==> src/rtl/pswallow_pkg.sv <==
// Shared definitions for the pulse-swallow controller: FSM states and
// divider modulus codes driven back to the 2/3 prescaler.
package pswallow_pkg;

    typedef enum logic {
        SWALLOW = 1'b0,
        COUNT   = 1'b1
    } state_t;

    localparam logic [3:0] MC_DIV2 = 4'd1;
    localparam logic [3:0] MC_DIV3 = 4'd2;

    // Modulus code the prescaler must use while the FSM sits in a given state.
    function automatic logic [3:0] mc_for(input state_t st);
        return (st == SWALLOW) ? MC_DIV3 : MC_DIV2;
    endfunction

endpackage

==> src/rtl/pulse_swallow_cfg_reg.sv <==
// Configuration shadow register for the pulse-swallow controller.
// Accepts (P, S) through a valid/ready handshake, holds it pending until the
// controller consumes it at a period wrap, then reopens the handshake.
// Optional macro PSWALLOW_CFG_CHECK_EN: offers with P < 2 or S > P complete
// the handshake but are dropped, and raise a sticky cfg_err.
module pulse_swallow_cfg_reg
    import pswallow_pkg::*;
#(
    parameter int WIDTH = 6
) (
    input  logic             clk,
    input  logic             reset,
    input  logic             cfg_valid,
    input  logic [WIDTH-1:0] cfg_p,
    input  logic [WIDTH-1:0] cfg_s,
    input  logic             wrap,
    output logic             cfg_ready,
    output logic             pending,
    output logic [WIDTH-1:0] shadow_p,
    output logic [WIDTH-1:0] shadow_s,
    output logic             cfg_err
);

    logic accept;
    logic cfg_legal;
    logic capture;
    logic pending_nxt;

    assign accept = cfg_valid && cfg_ready;

`ifdef PSWALLOW_CFG_CHECK_EN
    assign cfg_legal = (cfg_p >= WIDTH'(2)) && (cfg_s <= cfg_p);
`else
    assign cfg_legal = 1'b1;
`endif

    assign capture = accept && cfg_legal;

    // Pending is consumed by a wrap that was already pending before the edge;
    // a capture on a wrap edge therefore waits for the following wrap.
    always_comb begin
        pending_nxt = pending;
        if (wrap && pending) begin
            pending_nxt = 1'b0;
        end else if (capture) begin
            pending_nxt = 1'b1;
        end
    end

    // Pending flag and ready output; ready is simply the inverse of pending.
    always_ff @(posedge clk or posedge reset) begin
        if (reset) begin
            pending   <= 1'b0;
            cfg_ready <= 1'b1;
        end else begin
            pending   <= pending_nxt;
            cfg_ready <= !pending_nxt;
        end
    end

    // Shadow data only changes on a capture, so it needs no reset.
    always_ff @(posedge clk) begin
        if (capture) begin
            shadow_p <= cfg_p;
            shadow_s <= cfg_s;
        end
    end

`ifdef PSWALLOW_CFG_CHECK_EN
    // Sticky error: any accepted-but-illegal offer latches until reset.
    always_ff @(posedge clk or posedge reset) begin
        if (reset) begin
            cfg_err <= 1'b0;
        end else if (accept && !cfg_legal) begin
            cfg_err <= 1'b1;
        end
    end
`else
    assign cfg_err = 1'b0;
`endif

endmodule

==> src/rtl/pulse_swallow_ctrl.sv <==
// Dual-modulus (pulse-swallow) controller clocked by the 2/3 prescaler output.
// Each output period spans P prescaler periods; the first S of them run the
// prescaler in divide-by-3, the rest in divide-by-2, for N = 2P + S input
// clocks. New (P, S) settings are taken through pulse_swallow_cfg_reg and
// applied only at a period wrap, so the output never glitches.
// Optional macro PSWALLOW_CFG_CHECK_EN enables the legality check / cfg_err.
module pulse_swallow_ctrl
    import pswallow_pkg::*;
#(
    parameter int WIDTH = 6,
    parameter int P_RST = 2,
    parameter int S_RST = 0
) (
    input  logic             clk,
    input  logic             reset,
    input  logic             cfg_valid,
    output logic             cfg_ready,
    input  logic [WIDTH-1:0] cfg_p,
    input  logic [WIDTH-1:0] cfg_s,
    output logic             mode,
    output logic [3:0]       mc,
    output logic             div_pulse,
    output logic             div_out,
    output logic             cfg_err
);

    localparam logic [WIDTH-1:0] ONE      = WIDTH'(1);
    localparam logic [WIDTH-1:0] P_RST_V  = WIDTH'(P_RST);
    localparam logic [WIDTH-1:0] S_RST_V  = WIDTH'(S_RST);
    localparam logic [WIDTH-1:0] PCNT_RST = WIDTH'(P_RST - 1);
    localparam state_t           ST_RST   = (S_RST != 0) ? SWALLOW : COUNT;

    state_t           state;
    state_t           state_nxt;
    logic [WIDTH-1:0] p_act;
    logic [WIDTH-1:0] s_act;
    logic [WIDTH-1:0] p_cnt;
    logic [WIDTH-1:0] s_cnt;
    logic [WIDTH-1:0] p_cnt_nxt;
    logic [WIDTH-1:0] s_cnt_nxt;
    logic [WIDTH-1:0] p_load;
    logic [WIDTH-1:0] s_load;
    logic             wrap;
    logic             pending;
    logic [WIDTH-1:0] shadow_p;
    logic [WIDTH-1:0] shadow_s;

    pulse_swallow_cfg_reg #(
        .WIDTH (WIDTH)
    ) u_cfg_reg (
        .clk       (clk),
        .reset     (reset),
        .cfg_valid (cfg_valid),
        .cfg_p     (cfg_p),
        .cfg_s     (cfg_s),
        .wrap      (wrap),
        .cfg_ready (cfg_ready),
        .pending   (pending),
        .shadow_p  (shadow_p),
        .shadow_s  (shadow_s),
        .cfg_err   (cfg_err)
    );

    // The last prescaler period of an output period is the one with p_cnt == 0.
    assign wrap = (p_cnt == '0);

    // Settings that take effect at the coming wrap: the shadow if one is waiting.
    always_comb begin
        p_load = p_act;
        s_load = s_act;
        if (pending) begin
            p_load = shadow_p;
            s_load = shadow_s;
        end
    end

    // Counter next values: reload at wrap, otherwise count down (s_cnt floors at 0).
    always_comb begin
        p_cnt_nxt = p_cnt - ONE;
        s_cnt_nxt = (s_cnt != '0) ? (s_cnt - ONE) : s_cnt;
        if (wrap) begin
            p_cnt_nxt = p_load - ONE;
            s_cnt_nxt = s_load;
        end
    end

    // FSM next state: swallow while S periods remain, count the rest.
    always_comb begin
        state_nxt = state;
        case (state)
            SWALLOW: begin
                if (wrap) begin
                    state_nxt = (s_load != '0) ? SWALLOW : COUNT;
                end else if (s_cnt_nxt == '0) begin
                    state_nxt = COUNT;
                end
            end
            COUNT: begin
                if (wrap) begin
                    state_nxt = (s_load != '0) ? SWALLOW : COUNT;
                end
            end
            default: state_nxt = ST_RST;
        endcase
    end

    // FSM state register.
    always_ff @(posedge clk or posedge reset) begin
        if (reset) begin
            state <= ST_RST;
        end else begin
            state <= state_nxt;
        end
    end

    // Period counters and active settings; the shadow is adopted only at a wrap.
    always_ff @(posedge clk or posedge reset) begin
        if (reset) begin
            p_act <= P_RST_V;
            s_act <= S_RST_V;
            p_cnt <= PCNT_RST;
            s_cnt <= S_RST_V;
        end else begin
            p_cnt <= p_cnt_nxt;
            s_cnt <= s_cnt_nxt;
            if (wrap && pending) begin
                p_act <= shadow_p;
                s_act <= shadow_s;
            end
        end
    end

    // Registered outputs decoded from next-cycle values so they hold for the
    // whole prescaler period they describe.
    always_ff @(posedge clk or posedge reset) begin
        if (reset) begin
            mode      <= (ST_RST == SWALLOW);
            mc        <= mc_for(ST_RST);
            div_pulse <= 1'b0;
            div_out   <= 1'b0;
        end else begin
            mode      <= (state_nxt == SWALLOW);
            mc        <= mc_for(state_nxt);
            div_pulse <= (p_cnt_nxt == '0);
            if (wrap) begin
                div_out <= !div_out;
            end
        end
    end

endmodule

==> config.mk <==
export PLATFORM = sky130hd
export DESIGN_NAME = pulse_swallow_ctrl
export DESIGN_NICKNAME = d
export VERILOG_FILES = /design/src/rtl/pswallow_pkg.sv /design/src/rtl/pulse_swallow_cfg_reg.sv /design/src/rtl/pulse_swallow_ctrl.sv
export SDC_FILE = /design/constraint.sdc
export NUM_CORES = 1
export LEC_CHECK = 0
export ABC_AREA = 1
export CAP_MARGIN = 15
export CELL_PAD_IN_SITES_DETAIL_PLACEMENT = 2
export CELL_PAD_IN_SITES_GLOBAL_PLACEMENT = 2
export CORE_MARGIN = 8
export CORE_UTILIZATION = 34
export CTS_BUF_LIST = sky130_fd_sc_hd__clkbuf_8 sky130_fd_sc_hd__clkbuf_16
export CTS_CLUSTER_DIAMETER = 150
export DETAILED_ROUTE_END_ITERATION = 10
export PLACE_DENSITY = 0.88
export SYNTH_ARGS = -nofsm -noshare
export SYNTH_HDL_FRONTEND = slang
export SYNTH_SLANG_ARGS = --single-unit
==> constraint.sdc <==
create_clock -name clk -period 2.3 [get_ports clk]
set_clock_uncertainty 0.15 [all_clocks]
set_input_delay 0.345 -clock clk [delete_from_list [all_inputs] [get_ports clk]]
set_output_delay 0.345 -clock clk [all_outputs]
set_load 0.02 [all_outputs]
==> images/m1.png <==
Drawn at 4 px/um.
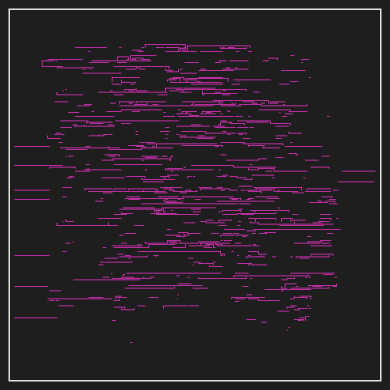
main direction: horizontal
wire length on this layer: 2210 um
nets with wire on the layer: 239
longest straight run: 23.9 um
share of all routed wire: 44%
WL final: 5.09 mm
GR Layer Usage met1: 14.8%
DR vias: 1530

==> images/class_map.png <==
Drawn at 4 px/um.
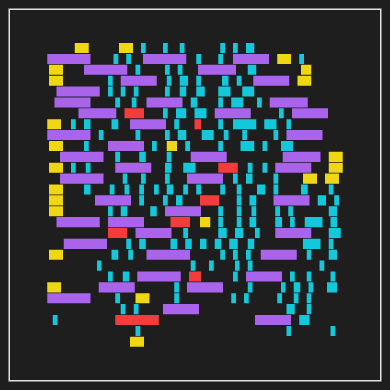
legend:
  red:
    class: clock drivers and dummy loads
    cells: 8
    share_of_their_area: 5.0%
  purple:
    class: registers
    cells: 42
    share_of_their_area: 50%
  yellow:
    class: remaining buffers and delay cells
    cells: 23
    share_of_their_area: 9.9%
  cyan:
    class: remaining logic cells
    cells: 170
    share_of_their_area: 35%
post-route cell area: 0.00234 mm^2
Seq/total area: 47.6%
final core utilization: 40.5%
# rows: 28
Core Region: 0.00578 mm^2

==> ci_impl_report.md <==
## Implementation flow summary

| Metric | Value |
|---|---|
| Status | `completed` |
| Crit end category | `flip-flop` |
| H-tree levels | `2` |
| Slowest cell on crit path | `dfrtp_1` |
| Met3 Use GR | `2.91%` |
| WHS | `0.280 ns` |
| Ant. Diodes | `0` |
| Top class by area | `flip-flops and latches` |
| Prevailing logic family in the synthesized netlist | `simple AND/OR/NAND/NOR gates` |
| Period minus WS final | `2.10 ns` |
| Layout Nets | `259` |
| Sink Count | `42` |
| Mux share | `0%` |
| Post-CTS setup buffer count | `0` |
| Placed instance area | `0.00223 mm^2` |
| Multi-input comb cells | `148` |
| Yosys warns | `0` |
| R2R Setup Slk | `0.20 ns` |
| Power after layout | `0.00315 W` |
| Seq_cells | `42` |
| # IOs | `24` |
| Syn-to-layout area delta | `17.8%` |
| Layout Cells excl Fill | `318` |
| Flip-flop and latch area | `0.00112 mm^2` |
==> images/closeup.png <==
Region (11, 57) to (36, 82) um. Cells in gray, sequential cells in the stronger gray; small squares are vias.
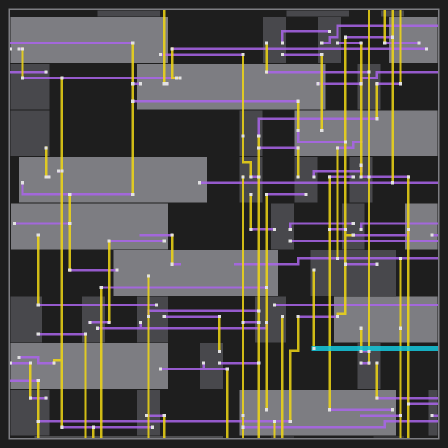
legend:
  purple:
    layer: M1
  cyan:
    layer: M3
  yellow:
    layer: M2
cells with their middle in the window: 29
sequential cells in the window: 9
netlist names of flops here include: p_act (4), u_cfg_reg.shadow_p (4)
most frequent: nand2_1 (11)

## power by group
group | internal [W] | total [W] | leakage (nW) | switching, W
Combinational | 0.000439 | 0.00126 | 0.570 | 0.000817
Clock | 0.000325 | 0.000594 | 0.0585 | 0.000269
Sequential | 0.00110 | 0.00130 | 0.459 | 0.000206
## cell usage after synthesis (all sizes together)
cell,n,area share (%)
ha,2,1.3
nand4,6,1.9
o21ai,17,4.7
clkinv,1,0.19
nand3b,2,0.75
conb,1,0.19
xor2,5,2.2
dfstp,4,5.3
nand2,78,15
dfrtp,26,33
a21oi,4,1.8
buf,11,4.3
edfxtp,12,18
or2,1,0.31
nor2,17,3.6
xnor2,1,0.44
o21bai,1,0.38
inv,21,4.0
nand3,11,3.0
Power and IR drop assume default switching activity.
